==> run_1/drive_strength.png <==
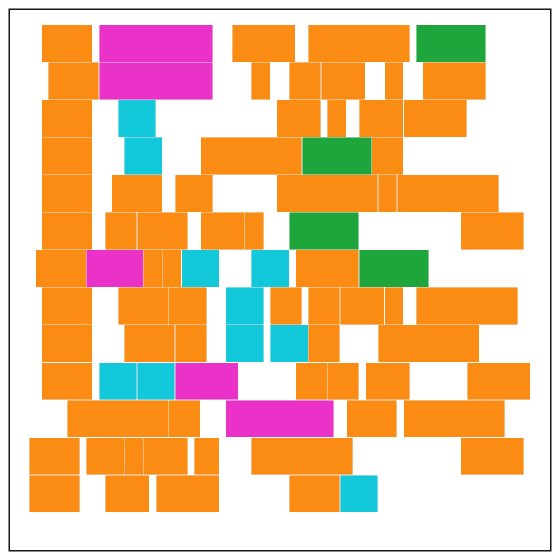
==> run_1/gate_families.png <==
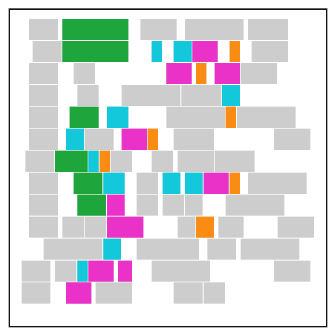
==> run_1/final_clocks.png <==
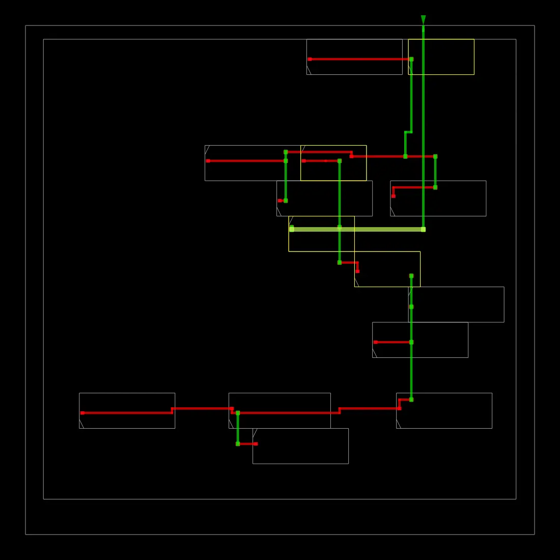
==> run_1/cell_classes.png <==
Bar = 10 µm. Fill, decap, tap and diode cells in gray.
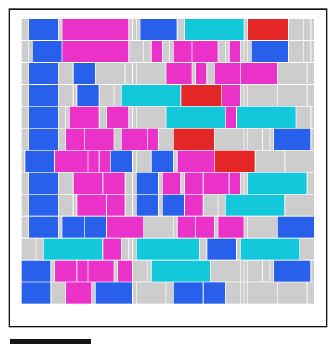
`config.mk`:
```
export PLATFORM = sky130hd
export DESIGN_NAME = scan_mux_seq
export DESIGN_NICKNAME = d
export VERILOG_FILES = /design/src/rtl/scan_mux_seq.sv
export SDC_FILE = /design/constraint.sdc
export NUM_CORES = 1
export LEC_CHECK = 0
export ABC_CLOCK_PERIOD_IN_PS = 1330
export CORE_UTILIZATION = 40
export CTS_BUF_LIST = sky130_fd_sc_hd__clkbuf_8
export CTS_CLUSTER_SIZE = 8
export DETAILED_ROUTE_END_ITERATION = 8
export HOLD_SLACK_MARGIN = 0.08
export PLACE_DENSITY_LB_ADDON = 0.15
export SKIP_CTS_REPAIR_TIMING = 1
export SYNTH_ARGS = -nofsm -noshare
export SYNTH_HDL_FRONTEND = slang
export SYNTH_SLANG_ARGS = --single-unit
```
`constraint.sdc`:
```
create_clock -name clk_i -period 1.33 [get_ports clk_i]
set_input_delay 0.266 -clock clk_i [delete_from_list [all_inputs] [get_ports clk_i]]
set_output_delay 0.266 -clock clk_i [all_outputs]
set_load 0.01 [all_outputs]
```
`src/rtl/scan_mux_seq.sv`:
```
// rtl/scan_mux_seq.sv - registered N:1 channel multiplexer with auto scan and manual select
// Optional per-channel enable mask: define SCAN_MUX_CH_MASK_EN to add the ch_mask_i port.
module scan_mux_seq #(
  parameter int N     = 8,
  parameter int W     = 1,
  parameter int DWELL = 1,
  localparam int SEL_W = $clog2(N)
) (
  input  logic             clk_i,
  input  logic             rst_i,
  input  logic             en_i,
  input  logic             mode_i,
  input  logic [SEL_W-1:0] sel_in_i,
  input  logic [N*W-1:0]   din_i,
`ifdef SCAN_MUX_CH_MASK_EN
  input  logic [N-1:0]     ch_mask_i,
`endif
  output logic [W-1:0]     dout_o,
  output logic [SEL_W-1:0] ch_o,
  output logic             valid_o,
  output logic             wrap_o
);

  localparam int NP = 1 << SEL_W;
  localparam int DCNT_W = (DWELL > 1) ? $clog2(DWELL) : 1;
  localparam logic [DCNT_W-1:0] DLAST = DCNT_W'(DWELL - 1);

  typedef enum logic {IDLE, SCAN} state_e;

  state_e            state_q, state_d;
  logic [SEL_W-1:0]  cur_q, cur_d;
  logic [SEL_W-1:0]  ch_q, ch_d;
  logic [DCNT_W-1:0] dcnt_q, dcnt_d;
  logic [W-1:0]      dout_q, dout_d;
  logic              valid_q, valid_d;
  logic              wrap_q, wrap_d;

  // Padded to the full select range so indices >= N read as disabled/zero.
  logic [NP-1:0]     chan_en;
  logic [W-1:0]      lane [NP];
  logic [SEL_W-1:0]  nxt_en;
  logic [SEL_W-1:0]  hi_en;

  always_comb begin
    chan_en = '0;
`ifdef SCAN_MUX_CH_MASK_EN
    chan_en[N-1:0] = ch_mask_i;
`else
    chan_en[N-1:0] = '1;
`endif
    for (int k = 0; k < NP; k++) lane[k] = '0;
    for (int k = 0; k < N; k++) lane[k] = din_i[k*W +: W];
  end

  // Nearest enabled channel after cur (wrapping); farthest offset first so nearest wins.
  always_comb begin
    int j;
    j      = 0;
    nxt_en = cur_q;
    hi_en  = '0;
    for (int k = 0; k < N; k++) begin
      if (chan_en[k]) hi_en = SEL_W'(k);
    end
    for (int i = N; i >= 1; i--) begin
      j = int'(cur_q) + i;
      if (j >= N) j = j - N;
      if (chan_en[j]) nxt_en = SEL_W'(j);
    end
  end

  always_comb begin
    state_d = state_q;
    cur_d   = cur_q;
    dcnt_d  = dcnt_q;
    dout_d  = dout_q;
    ch_d    = ch_q;
    valid_d = 1'b0;
    wrap_d  = 1'b0;
    case (state_q)
      IDLE: begin
        if (en_i) begin
          state_d = SCAN;
          dcnt_d  = '0;
        end
      end
      SCAN: begin
        if (!en_i) begin
          state_d = IDLE;
          dcnt_d  = '0;
        end else if (dcnt_q != DLAST) begin
          dcnt_d = dcnt_q + DCNT_W'(1);
        end else begin
          dcnt_d = '0;
          if (!mode_i) begin
            if (chan_en[cur_q]) begin
              dout_d  = lane[cur_q];
              ch_d    = cur_q;
              valid_d = 1'b1;
              wrap_d  = (cur_q == hi_en);
            end
            cur_d = nxt_en;
          end else if (chan_en[sel_in_i]) begin
            dout_d  = lane[sel_in_i];
            ch_d    = sel_in_i;
            valid_d = 1'b1;
            cur_d   = sel_in_i;
          end
        end
      end
      default: state_d = IDLE;
    endcase
  end

  always_ff @(posedge clk_i) begin
    if (rst_i) begin
      state_q <= IDLE;
      cur_q   <= '0;
      dcnt_q  <= '0;
      dout_q  <= '0;
      ch_q    <= '0;
      valid_q <= 1'b0;
      wrap_q  <= 1'b0;
    end else begin
      state_q <= state_d;
      cur_q   <= cur_d;
      dcnt_q  <= dcnt_d;
      dout_q  <= dout_d;
      ch_q    <= ch_d;
      valid_q <= valid_d;
      wrap_q  <= wrap_d;
    end
  end

  assign dout_o  = dout_q;
  assign ch_o    = ch_q;
  assign valid_o = valid_q;
  assign wrap_o  = wrap_q;

endmodule

```
==> results.py, run 1 <==
# Auto-generated metrics
metrics = {
    "run_status": {
        "status": "complete, but fails checks",
        "violations": "setup timing",
    },
    "global_routing": {
        "grt_start_max_net_pins": 11,
        "grt_pass1_wl_um": 2080,
        "grtUsageMet1": 0.234,
        "grt-ovfl-total": 0,
        "busiest_layer": "met2",
        "grt.total_usage": 0.206,
        "grt_antenna_before_repair": 0,
    },
    "synthesis": {
        "ys_ff": 10,
        "ys_sh_aoi": 0.172,
        "ys_async_sr_fraction": 0,
        "logic_family": "simple AND/OR/NAND/NOR gates",
        "ys_sh_simple": 0.220,
        "netlist_instances": 55,
        "muxShareOfSynthArea": 0.156,
        "synth_warnings": 0,
        "ys_area_um2": 552,
        "synth-xor-area-share": 0,
    },
    "floorplanning": {
        "die.size.y_um": 39.1,
        "io_pins": 21,
        "die_w_um": 39.1,
        "initCoreUtil": 0.429,
        "chipArea_um2": 1530,
        "tapCellCount": 15,
    },
    "sta": {
        "fin_ws_ns": -0.00222,
        "hold_viol": 0,
        "period_needed_ns": 1.33,
        "fin_skew_ns": 0.00240,
        "rsz0062_at_grt": "true",
        "worst_pin_slew_ns": 0.246,
        "finalSetupViolCount": 1,
        "finalSetupTns_ns": -0.00222,
    },
    "routing": {
        "wl_met1_um": 571,
        "avgRoutedWirePerCell_um": 13.2,
        "wl_met2_um": 702,
        "vias_per_cell": 5.27,
        "dr_wl_met3_um": 43,
        "top_layer": "met3",
        "num_vias": 527,
    },
    "power_and_ir_drop": {
        "p_int_uw": 674,
        "seq-power_uw": 326,
        "combPwrFrac": 0.186,
        "switching_share": 0.213,
        "p_leak_uw": 0.000439,
        "comb-power_uw": 159,
        "power_density_nw_per_um2": 958,
        "power_uw": 855,
    },
    "setup_path": {
        "crit_cells": 4,
        "crit_family": "multiplexers",
        "path_cells": "clkdlybuf4s50_1, mux4_2, o211ai_2, a311oi_1",
        "slowest_delay_ns": 0.49,
        "rr_worst_depth": 3,
        "arrival_ns": 1.44,
        "worstPathBufferInverterCount": 1,
        "crit_fanout": 2,
    },
    "clock_tree": {
        "ctsLongestPathBuffers": 2,
        "tritoncts": "yes",
        "htreeDepth": 1,
        "cts_buffers": 3,
    },
    "cells_and_area": {
        "layout_top_cells": "clkdlybuf4s50_1 (14), buf_4 (10), dfxtp_1 (9)",
        "area.growth.synth_to_final_pct": 61.9,
        "buffer_area_frac": 0.325,
        "seqAreaFraction": 0.225,
        "nonClockInverterCount": 0,
        "comb.multi_input.count": 41,
        "design.seq.count": 10,
        "drive_gt1_frac": 0.224,
    },
    "placement": {
        "dp_cells": 96,
        "dp.final_hpwl_um": 1030,
        "io_buffers": 20,
        "dp_slack_ns": -0.246,
    },
    "worst_hold_path": {
        "hold_path_depth": 1,
    },
    "run": {
        "cap_viol_max_count": 0,
    },
}
Notes on drive_strength.png above:
Orange marks drive 1 or less, cells 66, most used clkdlybuf4s50_1. Magenta marks drive 2, cells 5, most used mux4_2. Green marks drive 6 and up, cells 4, most used clkbuf_8. Cyan marks drive 3 to 4, cells 10, most used buf_4.

Notes on gate_families.png above:
Orange marks NOR gates, cells 7. Magenta marks inverting AOI/OAI gates, cells 10. Cyan marks NAND gates, cells 11. Green marks multiplexers, cells 6.
most numerous logic cell after layout: clkdlybuf4s50_1
Finished Layout Cells: 100
Comb area share: 0.367

Notes on final_clocks.png above:
clock sinks: 10
Clock net power: 371 µW
clk latency late pin: 0.23 ns
clock buf count: 4

Notes on cell_classes.png above:
Cyan marks flops, cells 10, share of their area 23%. Red marks clock drivers and dummy loads, cells 4, share of their area 6.3%. Magenta marks all other logic, cells 41, share of their area 37%. Blue marks other buffers and delay cells, cells 30, share of their area 33%.
Core Box Area: 1280 µm²
post-route cell area: 893 µm²
site row count: 13

[run 1: stage by stage]
stage	hold slack (ns)	area [µm²]	utilization
6_report	0.478	893	0.695
3_5_place_dp	0.474	822	0.640
4_1_cts	0.484	877	0.683
5_1_grt	0.514	893	0.695
2_1_floorplan	0.421	552	-
3_3_place_gp	0.455	822	0.640
[run 1: worst paths after layout]
kind | start | end | slack, ns
setup / recovery | din_i[0] | dout_o$_SDFFE_PP0P_ | -0.002
hold / removal | state_q$_SDFF_PP0_ | valid_o$_SDFF_PP0_ | 0.48
setup reg to reg | cur_q[0]$_SDFFE_PP0P_ | dout_o$_SDFFE_PP0P_ | 0.05
hold reg to reg | state_q$_SDFF_PP0_ | valid_o$_SDFF_PP0_ | 0.48
==> run_1/met2.png <==
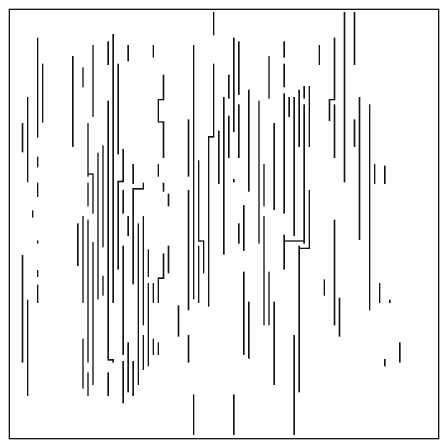

==> run 1 -> run 2 <==
--- a/config.mk
+++ b/config.mk
@@ -6,7 +6,9 @@
 export NUM_CORES = 1
 export LEC_CHECK = 0
 export ABC_CLOCK_PERIOD_IN_PS = 1330
-export CORE_UTILIZATION = 40
+export CELL_PAD_IN_SITES_DETAIL_PLACEMENT = 0
+export CELL_PAD_IN_SITES_GLOBAL_PLACEMENT = 1
+export CORE_UTILIZATION = 29
 export CTS_BUF_LIST = sky130_fd_sc_hd__clkbuf_8
 export CTS_CLUSTER_SIZE = 8
 export DETAILED_ROUTE_END_ITERATION = 8
==> run_2/met2.png <==
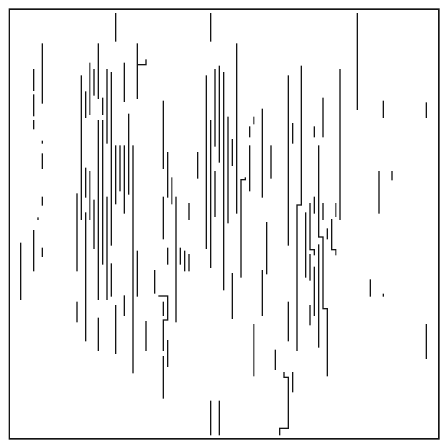
The wires run mostly vertical. The layer carries 670 µm of wire.
GRT met2 Usage: 0.226
WL final: 1280 µm
DR vias: 517

==> run_2/gate_families.png <==
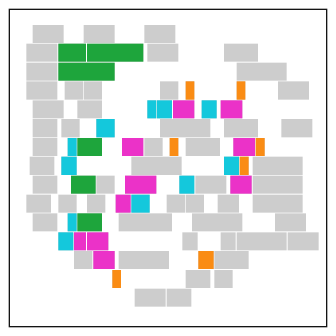
Green marks multiplexers, cells 6. Cyan marks NAND gates, cells 11. Orange marks NOR gates, cells 7. Magenta marks inverting AOI/OAI gates, cells 10.
Comb area share: 0.353
Finished Layout Cells: 111
most numerous logic cell after layout: dlymetal6s2s_1

==> run 2 against run 1 <==
The run now ends clean. Clock power hardly changed. Count of clock-buffer cells in the layout is the same. First-iteration DRC count decreased by 40%. Critical path depth stayed put. Hold slack got worse by 0.0043 ns. Via count shrank 1.9%. Critical endpoint unchanged.
==> results.py, run 2 <==
# Auto-generated metrics
metrics = {
    "sta": {
        "fin_ws_ns": 0.0481,
        "rsz0062_at_grt": "false",
        "period_used_share": 0.964,
        "max_freq_ghz": 0.780,
        "finalSetupTns_ns": 0,
        "period_needed_ns": 1.28,
        "fin_skew_ns": 0.000502,
        "hold_viol": 0,
        "finalSetupViolCount": 0,
        "worst_pin_slew_ns": 0.225,
        "holdWs_ns": 0.474,
    },
    "run": {
        "cap_viol_max_count": 0,
        "tool_warnings": 26,
    },
    "setup_path": {
        "crit_fanout": 3,
        "rr_startpoint": "cur_q[0]$_SDFFE_PP0P_",
        "crit_path_end": "dout_o$_SDFFE_PP0P_",
        "startpoint_type": "primary input",
        "crit_family": "AND-OR/OR-AND gates",
        "end_kind": "register",
        "rr_endpoint": "dout_o$_SDFFE_PP0P_",
        "startpoint": "mode_i",
        "slowest_delay_ns": 0.50,
        "r2r_slack_ns": 0.07,
        "rr_worst_depth": 3,
        "arrival_ns": 1.43,
        "path_cells": "clkdlybuf4s50_1, nand2_1, o311a_1, a311oi_1",
        "worstPathBufferInverterCount": 1,
        "crit_cells": 4,
    },
    "clock_tree": {
        "root_buffer": "clkbuf_8",
        "htreeDepth": 1,
        "cts.sinks": 10,
        "tritoncts": "yes",
        "cts_buffers": 3,
        "insertion_delay_ns": 0.23,
        "ctsLongestPathBuffers": 2,
    },
    "run_status": {
        "status": "completed",
    },
    "cells_and_area": {
        "layout_top_cells": "dlymetal6s2s_1 (12), buf_4 (11), dfxtp_1 (9)",
        "area.growth.synth_to_final_pct": 68.3,
        "utilization": 0.526,
        "drive_gt1_frac": 0.233,
        "finalInstanceArea_um2": 928,
    },
    "power_and_ir_drop": {
        "p_leak_uw": 0.000499,
        "seq-power_uw": 324,
        "p_int_uw": 673,
        "vdd.ir_drop.worst_mv": 0.390,
        "power_density_nw_per_um2": 921,
        "clk-power_uw": 372,
        "p_sw_uw": 182,
        "power_uw": 855,
        "pwr-share-seq": 0.379,
        "comb-power_uw": 159,
        "combPwrFrac": 0.186,
        "switching_share": 0.213,
    },
    "global_routing": {
        "grtUsageMet1": 0.183,
        "grt-ovfl-total": 0,
        "grt_start_max_net_pins": 10,
        "grt_pass1_wl_um": 2060,
        "grt_pass1_vias": 461,
        "grt.total_usage": 0.147,
        "grt_antenna_before_repair": 0,
        "busiest_layer": "met2",
    },
    "floorplanning": {
        "die.size.y_um": 45.6,
        "io_pins": 21,
        "initCoreUtil": 0.313,
        "rows": 15,
        "die_w_um": 45.6,
        "chipArea_um2": 2080,
        "core_um2": 1760,
    },
    "placement": {
        "dp_cells": 107,
        "dpl_cell_area_um2": 842,
        "io_buffers": 20,
        "dp_slack_ns": -0.246,
    },
    "routing": {
        "wl_met2_um": 669,
        "ant_nets": 0,
        "vias_per_cell": 4.66,
        "dr_wl_met3_um": 48,
        "avgRoutedWirePerCell_um": 11.6,
        "wl_met1_um": 566,
        "top_layer": "met3",
    },
    "synthesis": {
        "ys_sh_aoi": 0.172,
        "ys_async_sr_fraction": 0,
        "avgSynthCellArea_um2": 10.0,
        "syn_area_um2": 552,
        "netlist_instances": 55,
        "ys_sh_simple": 0.220,
        "logic_family": "simple AND/OR/NAND/NOR gates",
        "ys_area_um2": 552,
        "synth_warnings": 0,
        "muxShareOfSynthArea": 0.156,
        "top_cells_by_area": "dfxtp_1 (36%), a311oi_1 (11%), mux4_2 (8.2%)",
        "ys_ff": 10,
        "synth-xor-area-share": 0,
    },
    "worst_hold_path": {
        "hold_path_depth": 1,
        "holdPathEnd": "valid_o$_SDFF_PP0_",
        "min_from": "state_q$_SDFF_PP0_",
    },
}
==> run 2: netlist changes by cell type in the layout (fill, tap and decap cells not counted), sizes merged <==
cell,change
buf,+1
clkdlybuf4s50,-6
dlymetal6s2s,+6
==> run 2: final cells by class <==
| class | count | area, µm² | share of cell area |
|---|---|---|---|
| multi-input cells | 41 | 328 | 0.353 |
| flip-flops and latches | 10 | 201 | 0.217 |
| well taps | 25 | 31.3 | 0.0337 |
| repair buffers | 31 | 313 | 0.337 |
| clock buffers | 4 | 55.1 | 0.0593 |
==> run 2: worst register-to-register path, stage by stage, from the launching register on <==
cell and delay (ns):
dfxtp_2 0.36, mux4_2 0.52, o211ai_2 0.17, a311oi_1 0.10
Power figures rest on the tool's default switching activity, not on a simulated workload.
